`src/rtl/wishbone_pkg.sv`:
```
`default_nettype none
// +----------------------------------------------------------------------------+
// | Module  : wishbone_pkg                                                     |
// | Purpose : Shared Wishbone B4 types and helpers. Holds the default address  |
// |           and data widths, the request-field bundle muxed by arbiters,     |
// |           the arbiter state encoding and an index-width helper.            |
// | Rev     : 1.0  initial release                                             |
// +----------------------------------------------------------------------------+
package wishbone_pkg;

  localparam int WB_ADR_W = 32;
  localparam int WB_DAT_W = 32;
  localparam int WB_SEL_W = WB_DAT_W / 8;

  // Request fields that travel with STB. Sized to the package widths; blocks
  // using narrower buses fill the low bits only.
  typedef struct packed {
    logic                we;
    logic [WB_ADR_W-1:0] adr;
    logic [WB_SEL_W-1:0] sel;
    logic [WB_DAT_W-1:0] dat;
  } wb_req_t;

  typedef enum logic [0:0] {
    ARB_IDLE  = 1'b0,
    ARB_OWNED = 1'b1
  } arb_state_t;

  // Width of an index into n items; never less than one bit.
  function automatic int idx_width(input int n);
    return (n > 1) ? $clog2(n) : 1;
  endfunction

endpackage
`default_nettype wire

```
`src/rtl/rr_pick.sv`:
```
`default_nettype none
// +----------------------------------------------------------------------------+
// | Module  : rr_pick                                                          |
// | Purpose : Combinational round-robin picker. Returns the first asserted     |
// |           request searching upward from i_last_idx+1 with wrap-around.     |
// | Ports   : i_req      N-bit request vector                                  |
// |           i_last_idx index of the most recent winner                       |
// |           o_valid    at least one request present                          |
// |           o_idx      index of the winner (0 when o_valid is low)           |
// | Rev     : 1.0  initial release                                             |
// +----------------------------------------------------------------------------+
module rr_pick
  import wishbone_pkg::*;
#(
  parameter int N     = 2,
  parameter int IDX_W = idx_width(N)
) (
  input  logic [N-1:0]     i_req,
  input  logic [IDX_W-1:0] i_last_idx,
  output logic             o_valid,
  output logic [IDX_W-1:0] o_idx
);

  // Walk the offsets from farthest to nearest so the nearest requester after
  // i_last_idx is the one left standing.
  always_comb begin
    int               w_cand;
    logic [IDX_W-1:0] w_cand_idx;
    o_valid    = 1'b0;
    o_idx      = '0;
    w_cand     = 0;
    w_cand_idx = '0;
    for (int off = N; off >= 1; off--) begin
      w_cand = int'(i_last_idx) + off;
      if (w_cand >= N) begin
        w_cand = w_cand - N;
      end
      w_cand_idx = IDX_W'(w_cand);
      if (i_req[w_cand_idx]) begin
        o_valid = 1'b1;
        o_idx   = w_cand_idx;
      end
    end
  end

endmodule
`default_nettype wire

```
`src/rtl/wishbone_arbiter.sv`:
```
`default_nettype none
// +----------------------------------------------------------------------------+
// | Module  : wishbone_arbiter                                                 |
// | Purpose : Round-robin arbiter sharing one pipelined Wishbone B4 slave      |
// |           between N_MASTERS masters. Grants per bus cycle (CYC), muxes the |
// |           owner onto the slave, routes STALL/ACK back to the owner only    |
// |           and throttles the owner at MAX_OUTSTANDING unacknowledged reqs.  |
// | Ports   : CLK, RST_N (async, active-low)                                   |
// |           M_*_I / M_STALL_O / M_ACK_O : per-master Wishbone ports          |
// |           M_DAT_O                     : read data, broadcast               |
// |           S_*_O / S_*_I               : single slave port                  |
// |           GRANT_O                     : one-hot owner, zero when idle      |
// | Rev     : 1.0  initial release                                             |
// +----------------------------------------------------------------------------+
module wishbone_arbiter
  import wishbone_pkg::*;
#(
  parameter int N_MASTERS       = 2,
  parameter int ADR_W           = WB_ADR_W,
  parameter int DAT_W           = WB_DAT_W,
  parameter int MAX_OUTSTANDING = 8
) (
  input  logic                           CLK,
  input  logic                           RST_N,
  input  logic [N_MASTERS-1:0]           M_CYC_I,
  input  logic [N_MASTERS-1:0]           M_STB_I,
  input  logic [N_MASTERS-1:0]           M_WE_I,
  input  logic [N_MASTERS*ADR_W-1:0]     M_ADR_I,
  input  logic [N_MASTERS*DAT_W/8-1:0]   M_SEL_I,
  input  logic [N_MASTERS*DAT_W-1:0]     M_DAT_I,
  output logic [N_MASTERS-1:0]           M_STALL_O,
  output logic [N_MASTERS-1:0]           M_ACK_O,
  output logic [DAT_W-1:0]               M_DAT_O,
  output logic                           S_CYC_O,
  output logic                           S_STB_O,
  output logic                           S_WE_O,
  output logic [ADR_W-1:0]               S_ADR_O,
  output logic [DAT_W/8-1:0]             S_SEL_O,
  output logic [DAT_W-1:0]               S_DAT_O,
  input  logic                           S_STALL_I,
  input  logic                           S_ACK_I,
  input  logic [DAT_W-1:0]               S_DAT_I,
  output logic [N_MASTERS-1:0]           GRANT_O
);

  localparam int C_SEL_W = DAT_W / 8;
  localparam int C_IDX_W = idx_width(N_MASTERS);
  localparam int C_CNT_W = $clog2(MAX_OUTSTANDING + 1);
  localparam logic [C_CNT_W-1:0] C_MAX_OUT = C_CNT_W'(MAX_OUTSTANDING);

  arb_state_t             r_state;
  // While owned this is the owner's index; while idle it is the previous
  // owner, which is where the next search starts.
  logic [C_IDX_W-1:0]     r_last_idx;
  logic [N_MASTERS-1:0]   r_grant;
  logic [C_CNT_W-1:0]     r_outstanding;

  logic                   w_pick_valid;
  logic [C_IDX_W-1:0]     w_pick_idx;
  logic [N_MASTERS-1:0]   w_pick_onehot;
  logic                   w_own_cyc;
  logic                   w_own_stb;
  logic                   w_throttle;
  logic                   w_accept;
  logic [C_CNT_W-1:0]     w_out_next;
  wb_req_t                w_req;

  // On release the owner's own CYC is already low, so searching the raw CYC
  // vector from the owner's index excludes it until everyone else is checked.
  rr_pick #(
    .N     (N_MASTERS),
    .IDX_W (C_IDX_W)
  ) u_rr_pick (
    .i_req      (M_CYC_I),
    .i_last_idx (r_last_idx),
    .o_valid    (w_pick_valid),
    .o_idx      (w_pick_idx)
  );

  always_comb begin
    w_pick_onehot = '0;
    for (int m = 0; m < N_MASTERS; m++) begin
      w_pick_onehot[m] = w_pick_valid && (w_pick_idx == C_IDX_W'(m));
    end
  end

  // Owner request mux; r_grant is all-zero when idle so nothing reaches the slave.
  always_comb begin
    w_req     = '0;
    w_own_cyc = 1'b0;
    w_own_stb = 1'b0;
    for (int m = 0; m < N_MASTERS; m++) begin
      if (r_grant[m]) begin
        w_own_cyc                = M_CYC_I[m];
        w_own_stb                = M_STB_I[m];
        w_req.we                 = M_WE_I[m];
        w_req.adr[ADR_W-1:0]     = M_ADR_I[m*ADR_W +: ADR_W];
        w_req.sel[C_SEL_W-1:0]   = M_SEL_I[m*C_SEL_W +: C_SEL_W];
        w_req.dat[DAT_W-1:0]     = M_DAT_I[m*DAT_W +: DAT_W];
      end
    end
  end

  assign w_throttle = (r_outstanding == C_MAX_OUT);
  assign S_CYC_O    = w_own_cyc;
  assign S_STB_O    = w_own_stb & ~w_throttle;
  assign S_WE_O     = w_req.we;
  assign S_ADR_O    = w_req.adr[ADR_W-1:0];
  assign S_SEL_O    = w_req.sel[C_SEL_W-1:0];
  assign S_DAT_O    = w_req.dat[DAT_W-1:0];
  assign w_accept   = S_STB_O & ~S_STALL_I;
  assign M_DAT_O    = S_DAT_I;
  assign GRANT_O    = r_grant;

  // ACK is qualified by the owner's CYC so an acknowledge arriving after an
  // abort is dropped rather than delivered.
  always_comb begin
    M_STALL_O = '1;
    M_ACK_O   = '0;
    for (int m = 0; m < N_MASTERS; m++) begin
      if (r_grant[m]) begin
        M_STALL_O[m] = S_STALL_I | w_throttle;
        M_ACK_O[m]   = S_ACK_I & M_CYC_I[m];
      end
    end
  end

  // Simultaneous accept and ack cancel; a stray ack at zero is ignored.
  always_comb begin
    w_out_next = r_outstanding;
    if (w_accept && !S_ACK_I) begin
      w_out_next = r_outstanding + C_CNT_W'(1);
    end else if (!w_accept && S_ACK_I && (r_outstanding != '0)) begin
      w_out_next = r_outstanding - C_CNT_W'(1);
    end
  end

  always_ff @(posedge CLK or negedge RST_N) begin
    if (!RST_N) begin
      r_state       <= ARB_IDLE;
      r_last_idx    <= C_IDX_W'(N_MASTERS - 1);
      r_grant       <= '0;
      r_outstanding <= '0;
    end else begin
      case (r_state)
        ARB_IDLE: begin
          if (w_pick_valid) begin
            r_state    <= ARB_OWNED;
            r_last_idx <= w_pick_idx;
            r_grant    <= w_pick_onehot;
          end
        end
        ARB_OWNED: begin
          if (!w_own_cyc) begin
            // Release and hand over in the same edge: no idle gap between owners.
            r_outstanding <= '0;
            r_grant       <= w_pick_onehot;
            if (w_pick_valid) begin
              r_last_idx <= w_pick_idx;
            end else begin
              r_state <= ARB_IDLE;
            end
          end else begin
            r_outstanding <= w_out_next;
          end
        end
        default: begin
          r_state       <= ARB_IDLE;
          r_grant       <= '0;
          r_outstanding <= '0;
        end
      endcase
    end
  end

endmodule
`default_nettype wire

```
`config.mk`:
```
export PLATFORM = sky130hd
export DESIGN_NAME = wishbone_arbiter
export DESIGN_NICKNAME = d
export VERILOG_FILES = /design/src/rtl/wishbone_pkg.sv /design/src/rtl/rr_pick.sv /design/src/rtl/wishbone_arbiter.sv
export SDC_FILE = /design/constraint.sdc
export NUM_CORES = 1
export LEC_CHECK = 0
export ABC_AREA = 1
export CAP_MARGIN = 20
export CORE_AREA = 2 2 112 114
export CTS_CLUSTER_SIZE = 10
export DETAILED_ROUTE_END_ITERATION = 6
export DIE_AREA = 0 0 114 116
export PLACE_DENSITY = 0.67
export REMOVE_ABC_BUFFERS = 1
export SLEW_MARGIN = 25
export SYNTH_ARGS = -nofsm -noshare
export SYNTH_HDL_FRONTEND = slang
export SYNTH_HIERARCHICAL = 1
export SYNTH_SLANG_ARGS = --single-unit
```
`constraint.sdc`:
```
create_clock -name CLK -period 1.7 [get_ports CLK]
set_input_delay 0.34 -clock CLK [delete_from_list [all_inputs] [get_ports CLK]]
set_output_delay 0.34 -clock CLK [all_outputs]
set_load 0.01 [all_outputs]
```
run_1/gate_families.png
Drawn at 3 px/um.
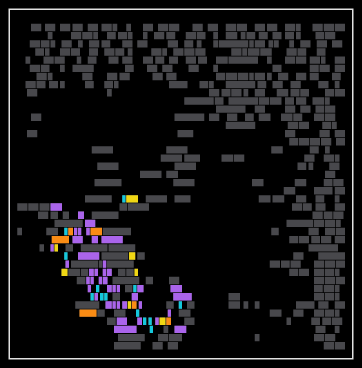
[cyan] inverters | cells: 13
[purple] NAND gates | cells: 41 | where: bottom left
[yellow] NOR gates | cells: 7
[orange] inverting AOI/OAI gates | cells: 6 | where: bottom left
combinational share of cell area: 25.6%
Commonest Layout Cell: clkdlybuf4s50_1
non-filler instance count after layout: 568

run_1/metal_stack.png
Drawn at 3 px/um.
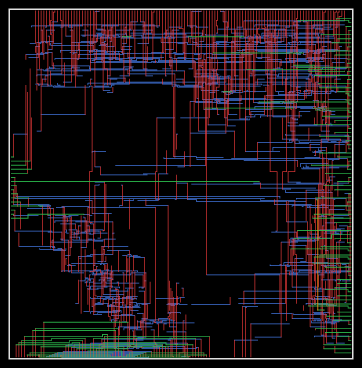
[red] met2 | wire length: 5870 um
[green] met3 | wire length: 1410 um
[blue] met1 | wire length: 4810 um
[orange] met4 | wire length: 36.7 um

run_1/final_congestion.png
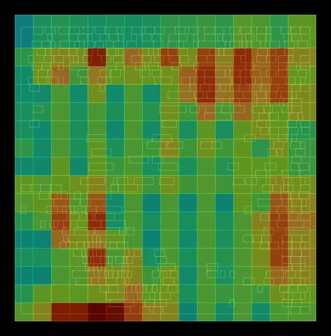
GR Util met1: 20.9%
final design utilization: 36.2%
global routing usage on met3: 6.80%
Most Crowded Layer GR: met2
overall fraction of global-route tracks in use: 16.2%

[run 1: final cells by class]
cell class,instances,area (um^2)
clock buffers,4,78.8
fillers,1215,7600
inverters,13,48.8
multi-input cells,129,1110
flip-flops and latches,8,203
well taps,147,184
repair buffers,267,2690
[run 1: per-layer routing]
layer / track usage, % / share of wire (%)
met5: 0 / 0
met4: 2.03 / 0.30
met3: 6.80 / 12
met2: 26.0 / 48
met1: 20.9 / 40
[run 1: stage by stage]
step	utilization (%)	setup WS [ps]	power (mW)	hold WS [ps]
6_report	36.2	-209	4.60	396
5_1_grt	36.2	-241	4.84	437
4_1_cts	35.1	-180	4.43	412
3_5_place_dp	31.8	-364	3.35	454
3_3_place_gp	31.8	-317	3.33	455
2_1_floorplan	-	-1640	1.47	44.4
==> run_summary.xml, run 1 <==
<?xml version="1.0" encoding="UTF-8"?>
<metrics>
  <group name="run_status">
    <metric name="outcome" unit="">complete, but fails checks</metric>
    <metric name="violations_in_the_final_reports" unit="">negative setup slack</metric>
  </group>
  <group name="placement">
    <metric name="place_inst" unit="">536</metric>
    <metric name="place_hpwl" unit="um">8870</metric>
  </group>
  <group name="setup_path">
    <metric name="timing.critical_path.slowest_cell_delay" unit="ps">430</metric>
    <metric name="rr_endpoint" unit="">r_outstanding[1]</metric>
    <metric name="cp_num_buf_inv" unit="">5</metric>
    <metric name="rr_worst_depth" unit="">11</metric>
    <metric name="cp_data_required_time" unit="ps">1360</metric>
    <metric name="levels_on_crit_path" unit="">6</metric>
    <metric name="critical-path-slowest-cell" unit="">dfrtp_2</metric>
    <metric name="crit-reg2reg-launch" unit="">GRANT_O[1]</metric>
  </group>
  <group name="power_and_ir_drop">
    <metric name="sw_frac_of_total" unit="%">39.6</metric>
    <metric name="power.clock.fraction" unit="%">8.8</metric>
  </group>
  <group name="die">
    <metric name="die_y" unit="um">116</metric>
  </group>
  <group name="final_timing">
    <metric name="setup_total_negative_slack" unit="ps">-8450</metric>
    <metric name="setup_viol" unit="">74</metric>
    <metric name="setup_repair_after_global_routing_missed_its_margin" unit="">true</metric>
    <metric name="timing.final.ws_setup" unit="ps">-209</metric>
  </group>
  <group name="cells_and_area">
    <metric name="share_of_final_layout_standard_cells_stronger_than_drive_strength_1" unit="%">37.1</metric>
  </group>
</metrics>
==> run 2: changes to the inputs <==
Settings changed: CAP_MARGIN 20 to default, TNS_END_PERCENT from default to 20.
run_2/metal_stack.png
Drawn at 3 px/um.
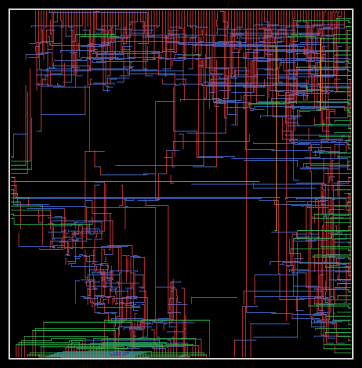
[red] met2 | wire length: 5440 um
[orange] met4 | wire length: 85.0 um
[green] met3 | wire length: 1410 um
[blue] met1 | wire length: 4450 um

==> run_summary.xml, run 2 <==
<?xml version="1.0" encoding="UTF-8"?>
<metrics>
  <group name="final_timing">
    <metric name="setup_repair_after_global_routing_missed_its_margin" unit="">true</metric>
    <metric name="setup_total_negative_slack" unit="ps">-8020</metric>
    <metric name="worst_hold_slack" unit="ps">398</metric>
    <metric name="timing.final.ws_setup" unit="ps">-219</metric>
    <metric name="setup_viol" unit="">76</metric>
  </group>
  <group name="cells_and_area">
    <metric name="share_of_final_layout_standard_cells_stronger_than_drive_strength_1" unit="%">33.4</metric>
    <metric name="layout.cells.non_filler" unit="">557</metric>
    <metric name="layout.core_utilization" unit="%">33.4</metric>
  </group>
  <group name="run_status">
    <metric name="violations_in_the_final_reports" unit="">negative setup slack</metric>
    <metric name="outcome" unit="">complete, but fails checks</metric>
  </group>
  <group name="placement">
    <metric name="place_worst_setup_slack" unit="ps">-364</metric>
    <metric name="place_hpwl" unit="um">8870</metric>
  </group>
  <group name="setup_path">
    <metric name="critical-path-slowest-cell" unit="">dfrtp_2</metric>
    <metric name="cp_data_required_time" unit="ps">1360</metric>
    <metric name="timing.critical_path.slowest_cell_delay" unit="ps">430</metric>
    <metric name="crit-reg2reg-launch" unit="">GRANT_O[1]</metric>
  </group>
  <group name="route">
    <metric name="met3_wirelength" unit="um">1410</metric>
    <metric name="routed_wl_met2" unit="um">5440</metric>
    <metric name="routed.top_layer" unit="">met4</metric>
  </group>
  <group name="grt">
    <metric name="grt.busiest_layer" unit="">met2</metric>
  </group>
</metrics>
-- run 2: cell count changes in the layout (fill, tap and decap cells not counted), sizes merged --
cell	delta
dlygate4sd2	+1
dlymetal6s2s	-1
clkdlybuf4s15	-3
bufbuf	+1
clkdlybuf4s50	+1
buf	-10
-- run 2: report_power, final --
group          internal [mW]  switching [mW]  total, mW
registers              0.240          0.0325      0.273
logic                   1.84            1.49       3.33
clock network          0.313          0.0929      0.406
-- run 2: cell type report --
cell class	instances	area, um^2
fill	1255	7940
timing repair buffer	256	2440
multi-input combinational	129	1020
sequential	8	203
tap	147	184
clock buffer	4	78.8
inverter	13	48.8
-- run 2: critical path: cells and delay by family, from the launching register on --
family          cells  cell delay, ps
compound gates      1             240
flops               1             430
buf+inv             5             670
No activity file was given, so power comes from the tool's default toggle rates.
